$ cat config.mk
export PLATFORM = sky130hd
export DESIGN_NAME = ex_hazard_alu
export DESIGN_NICKNAME = d
export VERILOG_FILES = /design/src/rtl/lapido_pkg.sv /design/src/rtl/ex_alu_core.sv /design/src/rtl/ex_hazard_alu.sv
export SDC_FILE = /design/constraint.sdc
export NUM_CORES = 1
export LEC_CHECK = 0
export CORE_MARGIN = 2
export CORE_UTILIZATION = 41
export DETAILED_ROUTE_END_ITERATION = 12
export GPL_ROUTABILITY_DRIVEN = 1
export PLACE_DENSITY = 0.67
export SLEW_MARGIN = 20
export SYNTH_ARGS = -nofsm -noshare
export SYNTH_HDL_FRONTEND = slang
export SYNTH_HIERARCHICAL = 1
export SYNTH_SLANG_ARGS = --single-unit
$ cat constraint.sdc
create_clock -name vclk -period 9.7
set_clock_uncertainty 0.2 [all_clocks]
set_input_delay 1.94 -clock vclk [all_inputs]
set_output_delay 1.94 -clock vclk [all_outputs]
set_load 0.03 [all_outputs]
$ cat src/rtl/lapido_pkg.sv
// Shared definitions for the Lapido EX stage: widths, forwarding-select codes
// and the 5-bit ALU opcode enumeration.
package lapido_pkg;

    localparam int DW = 32;
    localparam int RW = 4;

    localparam logic [1:0] FWD_IDEX  = 2'b00;
    localparam logic [1:0] FWD_MEMWB = 2'b01;
    localparam logic [1:0] FWD_EXMEM = 2'b10;

    typedef enum logic [4:0] {
        ALU_ADD      = 5'h00,
        ALU_ADDINC   = 5'h01,
        ALU_INCA     = 5'h02,
        ALU_SUB      = 5'h03,
        ALU_SUBDEC   = 5'h04,
        ALU_DECA     = 5'h05,
        ALU_LSL      = 5'h06,
        ALU_LSR      = 5'h07,
        ALU_ASR      = 5'h08,
        ALU_ASL      = 5'h09,
        ALU_ZEROS    = 5'h0A,
        ALU_ONES     = 5'h0B,
        ALU_PASSA    = 5'h0C,
        ALU_PASSNOTA = 5'h0D,
        ALU_AND      = 5'h0E,
        ALU_OR       = 5'h0F,
        ALU_XOR      = 5'h10,
        ALU_NAND     = 5'h11,
        ALU_NOR      = 5'h12,
        ALU_XNOR     = 5'h13,
        ALU_ANDNOTA  = 5'h14,
        ALU_ORNOTB   = 5'h15,
        ALU_PASSB    = 5'h16
    } alu_op_e;

endpackage

$ cat src/rtl/ex_alu_core.sv
// Purely combinational ALU with zero/carry/overflow/neg flag generation.
module ex_alu_core
    import lapido_pkg::*;
#(
    parameter int DW = lapido_pkg::DW
) (
    input  logic [DW-1:0] i_a,
    input  logic [DW-1:0] i_b,
    input  logic [4:0]    i_op,
    output logic [DW-1:0] o_result,
    output logic          o_zero,
    output logic          o_carry,
    output logic          o_overflow,
    output logic          o_neg
);

    alu_op_e       w_op;
    logic [DW-1:0] w_y;
    logic          w_cin;
    logic          w_is_sub;
    logic [DW:0]   w_sum;

    assign w_op = alu_op_e'(i_op);

    // Every add/subtract variant maps onto one adder: A + y + cin, where a
    // subtract inverts y and reports borrow as the complement of carry-out.
    always_comb begin
        w_y      = i_b;
        w_cin    = 1'b0;
        w_is_sub = 1'b0;
        case (w_op)
            ALU_ADDINC: w_cin = 1'b1;
            ALU_INCA:   begin w_y = '0;    w_cin = 1'b1; end
            ALU_SUB:    begin w_y = ~i_b;  w_cin = 1'b1; w_is_sub = 1'b1; end
            ALU_SUBDEC: begin w_y = ~i_b;  w_is_sub = 1'b1; end
            ALU_DECA:   begin w_y = '1;    w_is_sub = 1'b1; end
            default:    ;
        endcase
    end

    assign w_sum = {1'b0, i_a} + {1'b0, w_y} + {{DW{1'b0}}, w_cin};

    always_comb begin
        o_result   = '0;
        o_carry    = 1'b0;
        o_overflow = 1'b0;
        case (w_op)
            ALU_ADD, ALU_ADDINC, ALU_INCA, ALU_SUB, ALU_SUBDEC, ALU_DECA: begin
                o_result   = w_sum[DW-1:0];
                o_carry    = w_sum[DW] ^ w_is_sub;
                o_overflow = (i_a[DW-1] == w_y[DW-1]) && (w_sum[DW-1] != i_a[DW-1]);
            end
            ALU_LSL, ALU_ASL: begin
                o_result = {i_a[DW-2:0], 1'b0};
                o_carry  = i_a[DW-1];
            end
            ALU_LSR: begin
                o_result = {1'b0, i_a[DW-1:1]};
                o_carry  = i_a[0];
            end
            ALU_ASR: begin
                o_result = {i_a[DW-1], i_a[DW-1:1]};
                o_carry  = i_a[0];
            end
            ALU_ZEROS:    o_result = '0;
            ALU_ONES:     o_result = '1;
            ALU_PASSA:    o_result = i_a;
            ALU_PASSNOTA: o_result = ~i_a;
            ALU_AND:      o_result = i_a & i_b;
            ALU_OR:       o_result = i_a | i_b;
            ALU_XOR:      o_result = i_a ^ i_b;
            ALU_NAND:     o_result = ~(i_a & i_b);
            ALU_NOR:      o_result = ~(i_a | i_b);
            ALU_XNOR:     o_result = ~(i_a ^ i_b);
            ALU_ANDNOTA:  o_result = ~i_a & i_b;
            ALU_ORNOTB:   o_result = i_a | ~i_b;
            ALU_PASSB:    o_result = i_b;
            default:      ;
        endcase
    end

    assign o_zero = (o_result == '0);
    assign o_neg  = o_result[DW-1];

endmodule

$ cat src/rtl/ex_hazard_alu.sv
// EX stage: operand forwarding, load-use/branch hazard requests and the ALU.
// Define EX_FLAGS_REG_EN to register the four ALU flags on the rising clock.
module ex_hazard_alu
    import lapido_pkg::*;
#(
    parameter int DW = lapido_pkg::DW,
    parameter int RW = lapido_pkg::RW
) (
    input  logic          i_clk,
    input  logic          i_rst_n,
    input  logic [DW-1:0] i_id_ex_data_a,
    input  logic [DW-1:0] i_id_ex_data_b,
    input  logic [DW-1:0] i_wb_data,
    input  logic [DW-1:0] i_ex_mem_result,
    input  logic [RW-1:0] i_id_ex_reg_a,
    input  logic [RW-1:0] i_id_ex_reg_b,
    input  logic [RW-1:0] i_ex_mem_rd,
    input  logic [RW-1:0] i_mem_wb_rd,
    input  logic          i_ex_mem_regwrite,
    input  logic          i_mem_wb_regwrite,
    input  logic          i_id_ex_memread,
    input  logic [RW-1:0] i_id_ex_rd,
    input  logic [RW-1:0] i_if_id_reg_a,
    input  logic [RW-1:0] i_if_id_reg_b,
    input  logic          i_branch_taken,
    input  logic [4:0]    i_alu_op,
    output logic [DW-1:0] o_alu_out,
    output logic          o_zero,
    output logic          o_carry,
    output logic          o_overflow,
    output logic          o_neg,
    output logic [1:0]    o_forward_a,
    output logic [1:0]    o_forward_b,
    output logic          o_enable_pc,
    output logic          o_ctrl_bubble
);

    logic [DW-1:0] w_op_a;
    logic [DW-1:0] w_op_b;
    logic          w_load_use;
    logic          w_zero, w_carry, w_overflow, w_neg;

    // The younger producer (EX/MEM) wins when both stages write the same id.
    always_comb begin
        o_forward_a = FWD_IDEX;
        if (i_ex_mem_regwrite && (i_ex_mem_rd == i_id_ex_reg_a))
            o_forward_a = FWD_EXMEM;
        else if (i_mem_wb_regwrite && (i_mem_wb_rd == i_id_ex_reg_a))
            o_forward_a = FWD_MEMWB;

        o_forward_b = FWD_IDEX;
        if (i_ex_mem_regwrite && (i_ex_mem_rd == i_id_ex_reg_b))
            o_forward_b = FWD_EXMEM;
        else if (i_mem_wb_regwrite && (i_mem_wb_rd == i_id_ex_reg_b))
            o_forward_b = FWD_MEMWB;
    end

    always_comb begin
        case (o_forward_a)
            FWD_EXMEM: w_op_a = i_ex_mem_result;
            FWD_MEMWB: w_op_a = i_wb_data;
            default:   w_op_a = i_id_ex_data_a;
        endcase
        case (o_forward_b)
            FWD_EXMEM: w_op_b = i_ex_mem_result;
            FWD_MEMWB: w_op_b = i_wb_data;
            default:   w_op_b = i_id_ex_data_b;
        endcase
    end

    assign w_load_use    = i_id_ex_memread &&
                           ((i_id_ex_rd == i_if_id_reg_a) || (i_id_ex_rd == i_if_id_reg_b));
    assign o_enable_pc   = !w_load_use;
    assign o_ctrl_bubble = w_load_use || i_branch_taken;

    ex_alu_core #(.DW(DW)) u_alu (
        .i_a        (w_op_a),
        .i_b        (w_op_b),
        .i_op       (i_alu_op),
        .o_result   (o_alu_out),
        .o_zero     (w_zero),
        .o_carry    (w_carry),
        .o_overflow (w_overflow),
        .o_neg      (w_neg)
    );

`ifdef EX_FLAGS_REG_EN
    // Flags lag alu_out by one cycle; branch resolution upstream uses this zero.
    logic [3:0] r_flags;

    always_ff @(posedge i_clk or negedge i_rst_n) begin
        if (!i_rst_n) r_flags <= '0;
        else          r_flags <= {w_zero, w_carry, w_overflow, w_neg};
    end

    assign {o_zero, o_carry, o_overflow, o_neg} = r_flags;
`else
    logic w_unused_clk_rst;

    assign w_unused_clk_rst = i_clk ^ i_rst_n;
    assign {o_zero, o_carry, o_overflow, o_neg} = {w_zero, w_carry, w_overflow, w_neg};
`endif

endmodule

**Run 1: layout detail**

Region (64, 64) to (94, 94) µm. Cells in gray, sequential cells in the stronger gray; small squares are vias.
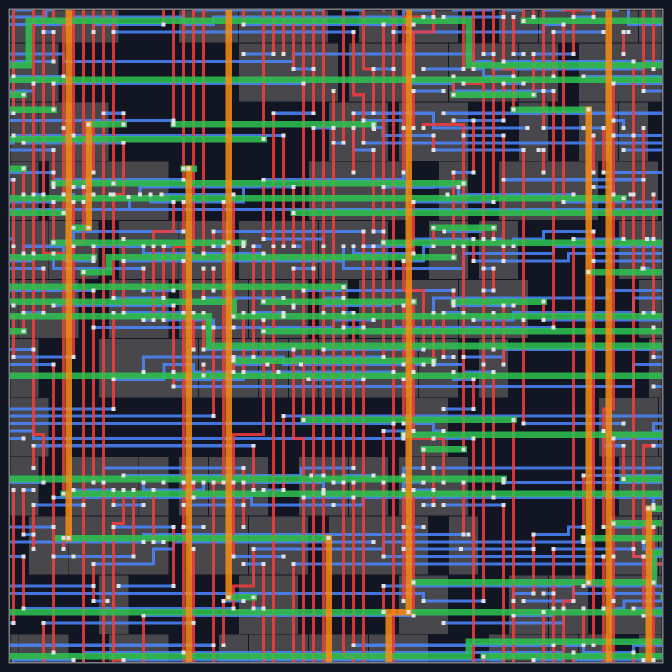
[blue] metal 1
[green] metal 3
[orange] metal 4
[red] metal 2
most frequent: ha_1 (10), buf_4 (9), inv_1 (7)
cells with their middle in the window: 76
sequential cells in the window: 0

**Run 1: I/O nets highlighted**

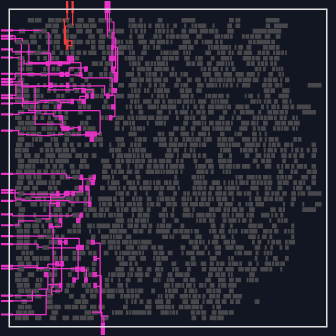
[magenta] `i_ex_mem_result` | bits: 32 | direction: input | edge: 27 west, 3 north, 2 south | end cells: 64 | buffers: 32 | wire: 1440 µm
[red] `o_forward_b` | bits: 2 | direction: output | edge: north | end cells: 2 | buffers: 2 | wire: 41.5 µm
I/O pin total: 209
I/O Buffers: 207

==> run notes, run 1 <==
run metrics: GRT busiest layer met2, area share, top type 0.162, Placed Cells 2001, Unique cell types 82, combinational share of cell area 0.705, Int Power 424 µW, RD Place Congestion 0.977, most common cell in the netlist ha_1, initial antenna violation count 0, row count 56, Slowest cell on crit path clkdlybuf4s50_1, Synth top cells by count ha_1, nand2_1, clkbuf_1, grt met3 use 0.0760, final wirelength 47.8 mm, Synth Net Count 1800, Log Warnings 99, top routing layer in use met4, Adders+Majority by Area 0.166, CP startpoint i_id_ex_reg_a[1], Worst-Margin Slew 1.04 ns, Post-Place Setup Slack 0.0851 ns, Overflow after GRT 0, CP Max Fanout 32, Gates resized, CTS repair 0, top cell category combinational gates, Sequential Power 0 µW, nonclk inv count 77, max-cap viol count 0, Mapped Avg Cell Area 6.54 µm², run status completed, Fin. Hold Viols 0, worst path bufs/invs 5, CP arrival 7.34 ns, Pleak 5.16 nW, startpoint types primary input, min cycle time layout 9.48 ns, Final setup viols 0, post-layout net count 1980, sequential cell area share 0, Mapped Cells 1504, clk tree area frac 0
**Run 1: cells by drive strength**

Bar = 50 µm.
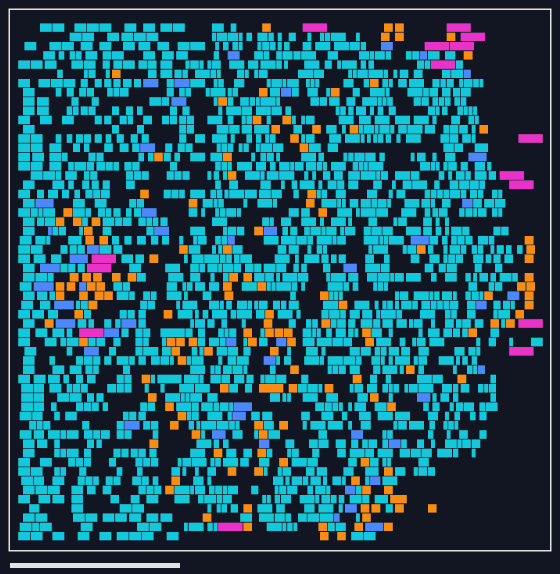
[orange] _3 and _4 cells | cells: 142 | share: 8.4%
[blue] _2 cells | cells: 48 | share: 2.9%
[cyan] _0 and _1 cells | cells: 1477 | share: 88%
[magenta] _6 and larger | cells: 15 | share: 0.89%
Non-clk bufs: 328
synth-to-layout area growth: 29.9%
post-route setup slack: 0.216 ns

==> run 2: changes to the inputs <==
- CORE_UTILIZATION: 41 -> 50
- PLACE_DENSITY: 0.67 -> 0.79
**Run 2: layout detail**

Region (57, 57) to (87, 87) µm. Cells in gray, sequential cells in the stronger gray; small squares are vias.
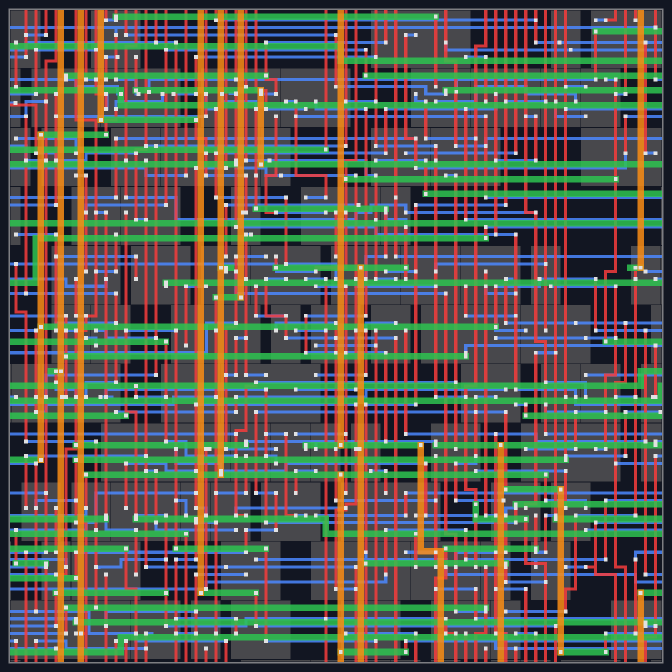
[orange] metal 4
[green] metal 3
[blue] metal 1
[red] metal 2
cells with their middle in the window: 85
sequential cells in the window: 0
most frequent: ha_1 (11), a21oi_1 (8), buf_4 (8)

==> run notes, run 2 <==
run metrics: run status completed, Int Power 412 µW, Worst-Margin Slew 1.12 ns, Log Warnings 99, combinational share of cell area 0.717, Synth Net Count 1800, Post-Place Setup Slack 0.145 ns, worst path bufs/invs 4, I/O Buffers 207, final wirelength 45.2 mm, Overflow after GRT 0, sequential cell area share 0, I/O pin total 209, Non-clk bufs 314, synth-to-layout area growth 27.7%, Sequential Power 0 µW, post-layout net count 1966, top cell category combinational gates, Mapped Cells 1504, Unique cell types 82, nonclk inv count 77, Pleak 5.09 nW, Placed Cells 1933, Final setup viols 0, RD Place Congestion 1.09, top routing layer in use met5, CP startpoint i_mem_wb_rd[1], initial antenna violation count 1, Gates resized, CTS repair 0, Slowest cell on crit path a31oi_1, min cycle time layout 9.44 ns, startpoint types primary input, CP arrival 7.30 ns, most common cell in the netlist ha_1, clk tree area frac 0
==> run 3: changes to the inputs <==
- clock period: 9.7 -> 9.5 ns (I/O delays scaled with it)
**Run 3: metal layers overlaid**

Bar = 50 µm.
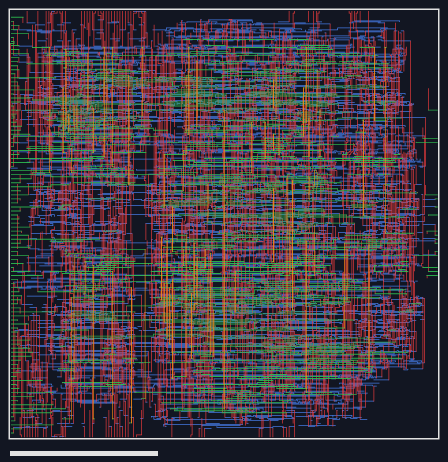
[red] metal 2 | wire length: 19900 µm
[green] metal 3 | wire length: 7580 µm
[blue] metal 1 | wire length: 17500 µm
[orange] metal 4 | wire length: 1740 µm

==> run notes, run 3 <==
run metrics: top cell category combinational gates, combinational share of cell area 0.710, Sequential Power 0 µW, run status completed, Log Warnings 99, CP Max Fanout 11, Non-clk bufs 331, final wirelength 46.7 mm, I/O Buffers 207, Mapped Cells 1504, Post-Place Setup Slack 0.192 ns, area share, top type 0.162, Pleak 5.15 nW, top routing layer in use met4, Int Power 429 µW, grt met3 use 0.115, RD Place Congestion 1.06, GRT busiest layer met2, Fin. Hold Viols 0, I/O pin total 209, Unique cell types 82, Synth top cells by count ha_1, nand2_1, clkbuf_1, row count 51, Adders+Majority by Area 0.166, startpoint types primary input, Mapped Avg Cell Area 6.54 µm², Overflow after GRT 0, Gates resized, CTS repair 0, post-layout net count 1983
Power figures rest on the tool's default switching activity, not on a simulated workload.
